Figure 1. Met1 routing (run 1).
Supply wires on this layer in gray. Cells faint in the background.
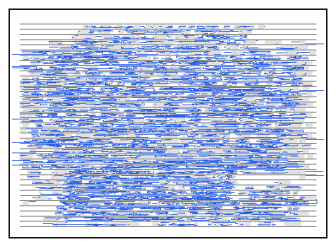
Figure 2. Clock distribution (run 1).
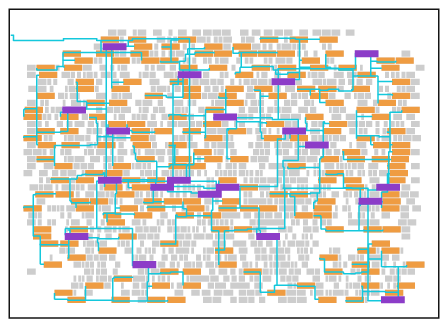
Figure 3. Cells colored by class (run 1).
Scale bar: 50 um.
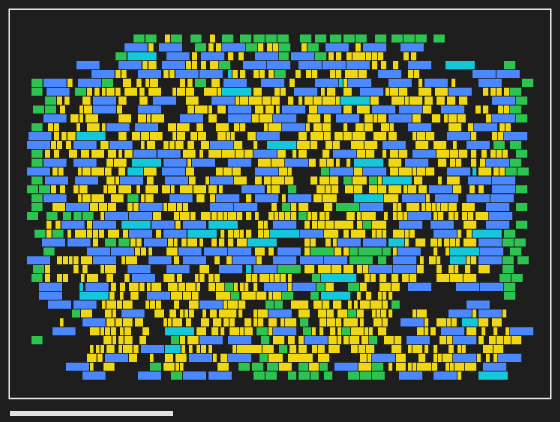
==> src/rtl/uart_pkt_pkg.sv <==
// Shared types and helpers for the UART packet deframer.
package uart_pkt_pkg;

   typedef enum logic [2:0] {
      StHunt,
      StType,
      StLenHi,
      StLenLo,
      StPayload,
      StCrcHi,
      StCrcLo,
      StFlush
   } state_e;

   localparam logic [2:0] ErrTimeout   = 3'd0;
   localparam logic [2:0] ErrBadLen    = 3'd1;
   localparam logic [2:0] ErrOverflow  = 3'd2;
   localparam logic [2:0] ErrCrc       = 3'd3;
   localparam logic [2:0] ErrFlushDrop = 3'd4;

   localparam logic [7:0] SyncByteDefault = 8'h5A;

   // CRC-16/CCITT-FALSE, MSB first, one byte per call
   function automatic logic [15:0] crc16_ccitt_byte(input logic [15:0] crc,
                                                    input logic [7:0]  data);
      logic [15:0] c;
      c = crc ^ {data, 8'h00};
      for (int i = 0; i < 8; i++) begin
         c = c[15] ? ((c << 1) ^ 16'h1021) : (c << 1);
      end
      return c;
   endfunction

endpackage

==> src/rtl/uart_pkt_packer.sv <==
// Packs payload bytes into DATA_WIDTH beats and owns the AXI-Stream output register.
module uart_pkt_packer
   import uart_pkt_pkg::*;
#(
   parameter int unsigned DATA_WIDTH = 64
) (
   input  logic                    clk_i,
   input  logic                    rst_i,
   input  logic                    byte_we_i,
   input  logic [7:0]              byte_i,
   input  logic                    byte_last_i,
   input  logic [7:0]              pkt_type_i,
   input  logic                    flush_req_i,
   input  logic                    flush_bad_i,
   output logic                    ovf_o,
   output logic                    flush_done_o,
   output logic [DATA_WIDTH-1:0]   m_tdata_o,
   output logic [DATA_WIDTH/8-1:0] m_tkeep_o,
   output logic                    m_tvalid_o,
   input  logic                    m_tready_i,
   output logic                    m_tlast_o,
   output logic [8:0]              m_tuser_o
);

   localparam int unsigned Bytes = DATA_WIDTH / 8;
   localparam int unsigned LaneW = (Bytes > 1) ? $clog2(Bytes) : 1;

   logic [DATA_WIDTH-1:0] pack_data_q, pack_data_d, out_data_q, out_data_d;
   logic [Bytes-1:0]      pack_keep_q, pack_keep_d, out_keep_q, out_keep_d;
   logic [LaneW-1:0]      lane_q, lane_d;
   logic                  out_valid_q, out_valid_d, out_last_q, out_last_d;
   logic [8:0]            out_user_q, out_user_d;
   logic                  out_free, lane_full, push;

   // Output register can take a new beat when empty or being drained this cycle
   assign out_free     = !out_valid_q || m_tready_i;
   assign lane_full    = (lane_q == LaneW'(Bytes - 1));
   // A full chunk that is not the last one of the packet must leave the pack register
   assign push         = byte_we_i && lane_full && !byte_last_i;
   assign ovf_o        = push && !out_free;
   assign flush_done_o = flush_req_i && out_free;

   // Next-state for pack lanes and output register
   always_comb begin
      pack_data_d = pack_data_q;
      pack_keep_d = pack_keep_q;
      lane_d      = lane_q;
      out_data_d  = out_data_q;
      out_keep_d  = out_keep_q;
      out_valid_d = out_valid_q;
      out_last_d  = out_last_q;
      out_user_d  = out_user_q;
      if (out_valid_q && m_tready_i) begin
         out_valid_d = 1'b0;
      end
      if (byte_we_i) begin
         pack_data_d[{lane_q, 3'b000} +: 8] = byte_i;
         pack_keep_d[lane_q]                = 1'b1;
         lane_d = lane_full ? '0 : lane_q + LaneW'(1);
         // On overflow the full chunk stays put; the top stops writing afterwards
         if (push && out_free) begin
            out_data_d  = pack_data_d;
            out_keep_d  = pack_keep_d;
            out_last_d  = 1'b0;
            out_user_d  = {1'b0, pkt_type_i};
            out_valid_d = 1'b1;
            pack_data_d = '0;
            pack_keep_d = '0;
         end
      end
      if (flush_done_o) begin
         out_data_d  = pack_data_q;
         out_keep_d  = pack_keep_q;
         out_last_d  = 1'b1;
         out_user_d  = {flush_bad_i, pkt_type_i};
         out_valid_d = 1'b1;
         pack_data_d = '0;
         pack_keep_d = '0;
         lane_d      = '0;
      end
   end

   // Pack and output registers
   always_ff @(posedge clk_i) begin
      if (rst_i) begin
         pack_data_q <= '0;
         pack_keep_q <= '0;
         lane_q      <= '0;
         out_data_q  <= '0;
         out_keep_q  <= '0;
         out_valid_q <= 1'b0;
         out_last_q  <= 1'b0;
         out_user_q  <= '0;
      end else begin
         pack_data_q <= pack_data_d;
         pack_keep_q <= pack_keep_d;
         lane_q      <= lane_d;
         out_data_q  <= out_data_d;
         out_keep_q  <= out_keep_d;
         out_valid_q <= out_valid_d;
         out_last_q  <= out_last_d;
         out_user_q  <= out_user_d;
      end
   end

   assign m_tdata_o  = out_data_q;
   assign m_tkeep_o  = out_keep_q;
   assign m_tvalid_o = out_valid_q;
   assign m_tlast_o  = out_last_q;
   assign m_tuser_o  = out_user_q;

endmodule

==> src/rtl/uart_pkt_deframer.sv <==
// UART packet deframer: sync hunt, header parse, payload packing, abort handling.
// Define UART_PKT_CRC_EN to check the trailing CRC-16/CCITT-FALSE.
module uart_pkt_deframer
   import uart_pkt_pkg::*;
#(
   parameter int unsigned DATA_WIDTH     = 64,
   parameter int unsigned MAX_LEN        = 1536,
   parameter logic [7:0]  SYNC_BYTE      = SyncByteDefault,
   parameter int unsigned TIMEOUT_CYCLES = 8680
) (
   input  logic                    clk,
   input  logic                    rst,
   input  logic [7:0]              rx_data,
   input  logic                    rx_valid,
   output logic [DATA_WIDTH-1:0]   m_tdata,
   output logic [DATA_WIDTH/8-1:0] m_tkeep,
   output logic                    m_tvalid,
   input  logic                    m_tready,
   output logic                    m_tlast,
   output logic [8:0]              m_tuser,
   output logic                    pkt_ok,
   output logic                    err_valid,
   output logic [2:0]              err_code
);

   localparam int unsigned IdleW  = $clog2(TIMEOUT_CYCLES + 1);
   localparam logic [15:0] MaxLen = 16'(MAX_LEN);

   state_e            state_q, state_d;
   logic [7:0]        type_q, type_d, len_hi_q, len_hi_d;
   logic [15:0]       rem_q, rem_d, len_rx;
   logic              bad_q, bad_d;
   logic [IdleW-1:0]  idle_q, idle_d;
   logic              store, flush_req, flush_bad, flush_done, ovf, timeout, crc_fail;

   assign len_rx  = {len_hi_q, rx_data};
   assign timeout = !rx_valid && (idle_q == IdleW'(TIMEOUT_CYCLES - 1));

   // Idle counter only runs while a packet is being received
   always_comb begin
      if (state_q == StHunt || state_q == StFlush || rx_valid) begin
         idle_d = '0;
      end else begin
         idle_d = idle_q + IdleW'(1);
      end
   end

`ifdef UART_PKT_CRC_EN
   logic [15:0] crc_q, crc_d;
   logic [7:0]  crc_hi_q, crc_hi_d;

   // Running CRC over type, length and payload; every hunted byte re-seeds it
   always_comb begin
      crc_d    = crc_q;
      crc_hi_d = crc_hi_q;
      if (rx_valid) begin
         case (state_q)
            StHunt:                               crc_d    = 16'hFFFF;
            StType, StLenHi, StLenLo, StPayload:  crc_d    = crc16_ccitt_byte(crc_q, rx_data);
            StCrcHi:                              crc_hi_d = rx_data;
            default:                              ;
         endcase
      end
   end

   // CRC registers
   always_ff @(posedge clk) begin
      if (rst) begin
         crc_q    <= '0;
         crc_hi_q <= '0;
      end else begin
         crc_q    <= crc_d;
         crc_hi_q <= crc_hi_d;
      end
   end

   // Only consulted on the CRC_LO byte
   assign crc_fail = ({crc_hi_q, rx_data} != crc_q);
`else
   assign crc_fail = 1'b0;
`endif

   // Packet FSM next-state and error pulses
   always_comb begin
      state_d   = state_q;
      type_d    = type_q;
      len_hi_d  = len_hi_q;
      rem_d     = rem_q;
      bad_d     = bad_q;
      store     = 1'b0;
      flush_req = 1'b0;
      flush_bad = bad_q;
      err_valid = 1'b0;
      err_code  = ErrTimeout;
      unique case (state_q)
         StHunt: begin
            if (rx_valid && rx_data == SYNC_BYTE) begin
               state_d = StType;
               bad_d   = 1'b0;
            end
         end
         StType, StLenHi: begin
            if (rx_valid) begin
               if (state_q == StType) begin
                  type_d  = rx_data;
                  state_d = StLenHi;
               end else begin
                  len_hi_d = rx_data;
                  state_d  = StLenLo;
               end
            end else if (timeout) begin
               err_valid = 1'b1;
               state_d   = StHunt;
            end
         end
         StLenLo: begin
            if (rx_valid) begin
               if (len_rx == 16'd0 || len_rx > MaxLen) begin
                  err_valid = 1'b1;
                  err_code  = ErrBadLen;
                  state_d   = StHunt;
               end else begin
                  rem_d   = len_rx;
                  state_d = StPayload;
               end
            end else if (timeout) begin
               err_valid = 1'b1;
               state_d   = StHunt;
            end
         end
         StPayload, StCrcHi, StCrcLo: begin
            if (rx_valid) begin
               if (state_q == StPayload) begin
                  // After an overflow bytes are still counted but no longer stored
                  store = !bad_q;
                  rem_d = rem_q - 16'd1;
                  if (rem_q == 16'd1) begin
                     state_d = StCrcHi;
                  end
                  if (ovf) begin
                     bad_d     = 1'b1;
                     err_valid = 1'b1;
                     err_code  = ErrOverflow;
                  end
               end else if (state_q == StCrcHi) begin
                  state_d = StCrcLo;
               end else begin
                  flush_req = 1'b1;
                  flush_bad = bad_q | crc_fail;
                  bad_d     = flush_bad;
                  if (crc_fail) begin
                     err_valid = 1'b1;
                     err_code  = ErrCrc;
                  end
                  state_d = flush_done ? StHunt : StFlush;
               end
            end else if (timeout) begin
               err_valid = 1'b1;
               flush_req = 1'b1;
               flush_bad = 1'b1;
               bad_d     = 1'b1;
               state_d   = flush_done ? StHunt : StFlush;
            end
         end
         StFlush: begin
            flush_req = 1'b1;
            if (flush_done) begin
               state_d = StHunt;
            end
            if (rx_valid) begin
               err_valid = 1'b1;
               err_code  = ErrFlushDrop;
            end
         end
      endcase
   end

   // FSM and header registers
   always_ff @(posedge clk) begin
      if (rst) begin
         state_q  <= StHunt;
         type_q   <= '0;
         len_hi_q <= '0;
         rem_q    <= '0;
         bad_q    <= 1'b0;
         idle_q   <= '0;
      end else begin
         state_q  <= state_d;
         type_q   <= type_d;
         len_hi_q <= len_hi_d;
         rem_q    <= rem_d;
         bad_q    <= bad_d;
         idle_q   <= idle_d;
      end
   end

   uart_pkt_packer #(
      .DATA_WIDTH(DATA_WIDTH)
   ) u_packer (
      .clk_i        (clk),
      .rst_i        (rst),
      .byte_we_i    (store),
      .byte_i       (rx_data),
      .byte_last_i  (rem_q == 16'd1),
      .pkt_type_i   (type_q),
      .flush_req_i  (flush_req),
      .flush_bad_i  (flush_bad),
      .ovf_o        (ovf),
      .flush_done_o (flush_done),
      .m_tdata_o    (m_tdata),
      .m_tkeep_o    (m_tkeep),
      .m_tvalid_o   (m_tvalid),
      .m_tready_i   (m_tready),
      .m_tlast_o    (m_tlast),
      .m_tuser_o    (m_tuser)
   );

   assign pkt_ok = m_tvalid && m_tready && m_tlast && !m_tuser[8];

endmodule

==> config.mk <==
export PLATFORM = sky130hd
export DESIGN_NAME = uart_pkt_deframer
export DESIGN_NICKNAME = d
export VERILOG_FILES = /design/src/rtl/uart_pkt_pkg.sv /design/src/rtl/uart_pkt_packer.sv /design/src/rtl/uart_pkt_deframer.sv
export SDC_FILE = /design/constraint.sdc
export NUM_CORES = 1
export LEC_CHECK = 0
export CAP_MARGIN = 20
export CORE_ASPECT_RATIO = 0.7
export CORE_MARGIN = 5
export CORE_UTILIZATION = 57
export DETAILED_ROUTE_END_ITERATION = 8
export PLACE_DENSITY = 0.8
export SLEW_MARGIN = 25
export SYNTH_ARGS = -nofsm -noshare
export SYNTH_HDL_FRONTEND = slang
export SYNTH_SLANG_ARGS = --single-unit
==> constraint.sdc <==
create_clock -name clk -period 4 [get_ports clk]
set_input_delay 0.8 -clock clk [delete_from_list [all_inputs] [get_ports clk]]
set_output_delay 0.8 -clock clk [all_outputs]
set_load 0.02 [all_outputs]
==> results.py, run 1 <==
# Physical implementation metrics
metrics = {
    "logic_synthesis": {
        "ys_cells": 1111,
        "synth-seq-cells": 208,
        "yosysMostFrequentCell": "dfxtp_1",
        "yosys.area_share.adder_pct": 1.166,
    },
    "die": {
        "dieWidth_um": 165.6,
    },
    "layout": {
        "fillers": 1294,
        "logic_area_mm2": 0.005115,
        "fin_util_pct": 70.26,
    },
    "power_and_ir_drop": {
        "clkPwrFrac_pct": 36.3,
        "p_sw_share_pct": 30.27,
        "comb_power_share_pct": 20.6,
        "peakVddDrop_mv": 0.2713,
    },
    "timing": {
        "rsz0062_at_grt": "false",
        "setup_viol": 0,
    },
    "place": {
        "dpl.hpwl_um": 17240,
    },
    "clock_tree": {
        "post_cts_buffers": 0,
    },
    "global_route": {
        "grt_antenna_before_repair": 0,
    },
    "routing": {
        "dr.first_iter.drc_count": 1103,
        "num_vias": 8924,
        "met1_length_um": 12080,
        "remaining_drc_errors": 0,
    },
    "critical_path": {
        "cp-endpoint": "err_valid",
        "critPathMaxStageDelay_ps": 550,
    },
    "run_status": {
        "run_status": "finished, final reports clean",
    },
}
Notes on Figure 1 above:
wire length on this layer: 12100 um
main direction: horizontal
longest straight run: 39.6 um
nets with wire on the layer: 1125
share of all routed wire: 45%

Notes on Figure 2 above:
[purple] clock drivers | count: 20
[orange] flip-flops | count: 208
[cyan] clock wires | length: 2410 um
flops lie: spread over the die
routed clock nets: 21

Notes on Figure 3 above:
| color | class | cells | share of their area |
|---|---|---|---|
| yellow | combinational and other logic | 807 | 46% |
| green | other buffers and delay cells | 137 | 12% |
| blue | flops | 208 | 37% |
| cyan | clock drivers and dummy loads | 32 | 5.7% |

## run 1: flip-flops by register name, summed over array words and instances, names as in the netlist
signal                count
u_packer.m_tvalid_o       1
idle_q                   14
u_packer.pack_keep_q      8
u_packer.m_tdata_o       64
state_q                   3
len_hi_q                  8
u_packer.m_tlast_o        1
bad_q                     1
u_packer.m_tkeep_o        8
u_packer.lane_q           3
type_q                    8
rem_q                    16
u_packer.pack_data_q     64
u_packer.m_tuser_o        9
## run 1: power groups by stage
stage	clock (mW)	sequential, mW	combinational (mW)
final	1.88	2.23	1.06
after global routing	2.00	2.24	1.16
after global placement	0	2.27	1.01
after CTS	1.91	2.22	1.03
after detailed placement	0	2.27	1.03
after floorplan	0	2.22	0.781
Figure 4. Drive-strength map (run 1).
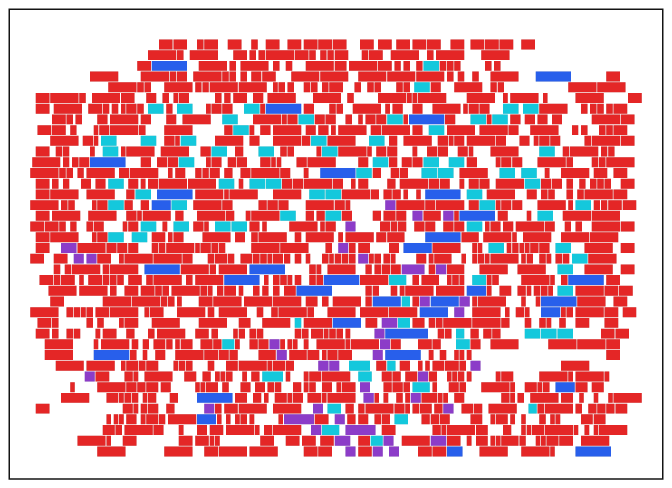

## Run 2: what changed since run 1
--- a/config.mk
+++ b/config.mk
@@ -7,10 +7,10 @@
 export LEC_CHECK = 0
 export CAP_MARGIN = 20
 export CORE_ASPECT_RATIO = 0.7
-export CORE_MARGIN = 5
-export CORE_UTILIZATION = 57
+export CORE_MARGIN = 2
+export CORE_UTILIZATION = 50
 export DETAILED_ROUTE_END_ITERATION = 8
-export PLACE_DENSITY = 0.8
+export PLACE_DENSITY = 0.72
 export SLEW_MARGIN = 25
 export SYNTH_ARGS = -nofsm -noshare
 export SYNTH_HDL_FRONTEND = slang
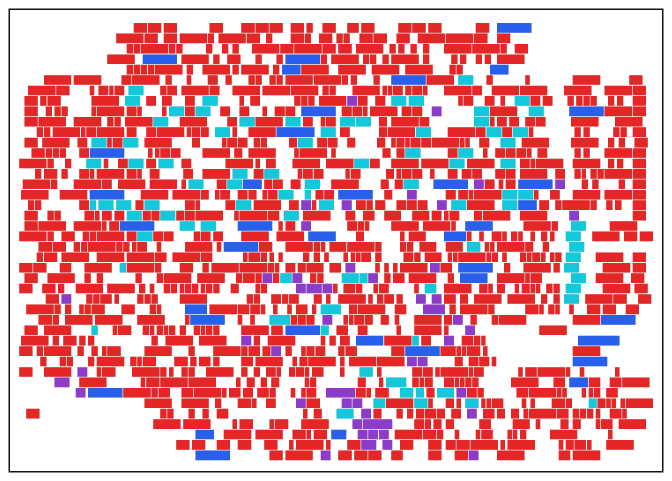
Figure 5: run 2, drive-strength map.
| color | size | cells | share | most used |
|---|---|---|---|---|
| purple | _3 and _4 cells | 49 | 4.1% | buf_4 |
| blue | _6 and larger | 37 | 3.1% | clkbuf_16 |
| cyan | _2 cells | 87 | 7.2% | mux2_2 |
| red | _0 and _1 cells | 1027 | 86% | dfxtp_1 |

==> results.py, run 2 <==
# Physical implementation metrics
metrics = {
    "power_and_ir_drop": {
        "comb_cell_power_mw": 1.08,
        "p_clk_mw": 2.05,
        "comb_power_share_pct": 20.1,
        "p_sw_share_pct": 30.79,
        "peakVddDrop_mv": 0.2677,
        "maxPowerGroup": "registers",
        "seq_power_mw": 2.23,
    },
    "critical_path": {
        "critPathMaxStageDelay_ps": 600,
        "critical-path-top-delay-family": "simple AND/OR/NAND/NOR gates",
        "r2r_cells": 7,
        "critPathLaunch": "rx_data[7]",
        "cp-endpoint": "err_valid",
    },
    "routing": {
        "dr.first_iter.drc_count": 769,
        "num_vias": 8846,
        "remaining_drc_errors": 0,
        "met1_length_um": 12920,
        "top_layer_used": "met5",
    },
    "layout": {
        "fin_util_pct": 62.24,
        "seq_cell_count": 208,
        "clkbuf_count": 31,
        "fillers": 1654,
        "top_area_cell_class": "multi-input combinational cells",
        "final_area_mm2": 0.01178,
        "logic_area_mm2": 0.005117,
        "ff_latch_area_mm2": 0.004164,
        "area_growth_pct": 21.92,
        "layout.nets": 1205,
    },
    "clock_tree": {
        "post_cts_buffers": 0,
        "cts_hold_buf": 0,
        "insertion_delay_ps": 510,
        "ctsResizeCount": 8,
    },
    "place": {
        "dpl.hpwl_um": 17210,
    },
    "logic_synthesis": {
        "yosysMostFrequentCell": "dfxtp_1",
        "ys_cells": 1111,
        "synth-seq-cells": 208,
    },
    "run_status": {
        "run_status": "finished, final reports clean",
    },
    "timing": {
        "rsz0062_at_grt": "false",
        "setup_viol": 0,
    },
    "die": {
        "dieWidth_um": 170.1,
    },
}
run 2: kinds of logic after synthesis:
logic type	share of synthesized area, %
flip-flops	43.11
multiplexers	8.291
buffers and inverters	4.573
adder cells (fa/ha/maj)	1.166
AND-OR/OR-AND	22.98
XOR/XNOR	1.088
AND/OR/NAND/NOR	18.78
run 2: through the flow:
| step | hold WS, ps | cells | power, mW | setup WS (ps) |
|---|---|---|---|---|
| 6_report | 447.5 | 1442 | 5.353 | 105.3 |
| 5_1_grt | 466.4 | 1442 | 5.584 | 24.89 |
| 4_1_cts | 453.0 | 1442 | 5.348 | -34.73 |
| 3_5_place_dp | 438.6 | 1402 | 3.302 | -653.0 |
| 3_3_place_gp | 431.4 | 1401 | 3.279 | -630.8 |
| 2_1_floorplan | 417.5 | 1111 | 3.006 | 324.5 |
Figure 6. Clock wiring as the flow saved it (run 2).
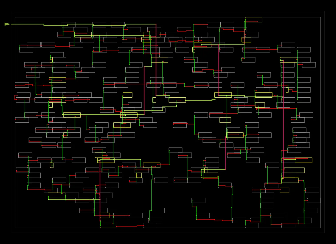

## Run 3: what changed since run 2
--- a/config.mk
+++ b/config.mk
@@ -9,6 +9,8 @@
 export CORE_ASPECT_RATIO = 0.7
 export CORE_MARGIN = 2
 export CORE_UTILIZATION = 50
+export CTS_BUF_LIST = sky130_fd_sc_hd__clkbuf_16
+export CTS_CLUSTER_SIZE = 24
 export DETAILED_ROUTE_END_ITERATION = 8
 export PLACE_DENSITY = 0.72
 export SLEW_MARGIN = 25
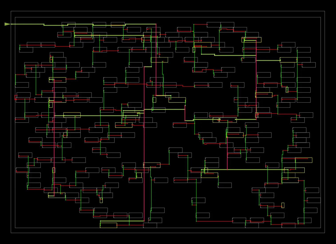
Figure 7: run 3, clock wiring as the flow saved it.
CTS Buf Count: 21
Layout Skew: 26.64 ps
Clk. pwr: 1.83 mW
number of clock buffers in the layout: 21
flop count: 208

==> results.py, run 3 <==
# Physical implementation metrics
metrics = {
    "run_status": {
        "run_status": "finished, final reports clean",
    },
    "logic_synthesis": {
        "async_reset_ff_share_pct": 0,
        "yosysMostFrequentCell": "dfxtp_1",
        "synth-seq-cells": 208,
    },
    "clock_tree": {
        "h-tree-depth": 1,
        "insertion_delay_ps": 510,
    },
    "place": {
        "placed_cells": 1402,
        "dpl_worst_slack_ps": -653.0,
    },
    "power_and_ir_drop": {
        "peakVddDrop_mv": 0.2714,
        "comb_power_share_pct": 21.0,
        "comb_cell_power_mw": 1.08,
        "total_power_mw": 5.129,
        "seq_power_mw": 2.22,
        "maxPowerGroup": "registers",
        "p_sw_share_pct": 31.26,
    },
    "layout": {
        "area_growth_pct": 20.74,
        "layoutNonFillerInstCount": 1439,
        "final_area_mm2": 0.01166,
        "fin_util_pct": 61.64,
        "top_area_cell_class": "multi-input combinational cells",
        "logic_area_mm2": 0.005117,
    },
    "routing": {
        "num_vias": 8910,
        "dr.first_iter.drc_count": 802,
        "remaining_drc_errors": 0,
    },
    "critical_path": {
        "r2r_cells": 7,
        "critPathMaxStageDelay_ps": 600,
        "critPathLaunch": "rx_data[7]",
        "critical-path-top-delay-family": "simple AND/OR/NAND/NOR gates",
    },
    "timing": {
        "rsz0062_at_grt": "false",
        "hold-worst-slack_ps": 447.3,
        "fin_ws_ps": 100.1,
        "setup_viol": 0,
    },
    "die": {
        "dieWidth_um": 170.1,
    },
}
-- run 3: layer usage --
layer  track usage, %  vias to the layer above  share of wire, %
li1                 -                     4242                 -
met2            38.52                      315                44
met4            5.075                        2               1.4
met5                0                        -             0.049
met3            4.092                       30               6.6
met1            38.58                     4321                48
-- run 3: cell families after synthesis --
group	synth area share, %
AOI/OAI and AO/OA	22.98
xor gates and xnor gates	1.088
adders and majority gates	1.166
buffers and inverters	4.573
DFF	43.11
muxes	8.291
and+or+nand+nor	18.78
-- run 3: worst max path at each step --
stage                        to  slack, ps
floorplan             err_valid        320
global placement      err_valid       -630
detailed placement    err_valid       -650
CTS                   err_valid        -30
global route        err_code[0]         20
finish                err_valid        100
-- run 3: timing repair --
item,CTS,global route
pin swaps,1,3
endpoints found under the setup margin,2,1
hold buffers,0,0
resized,8,4
Power figures rest on the tool's default switching activity, not on a simulated workload.
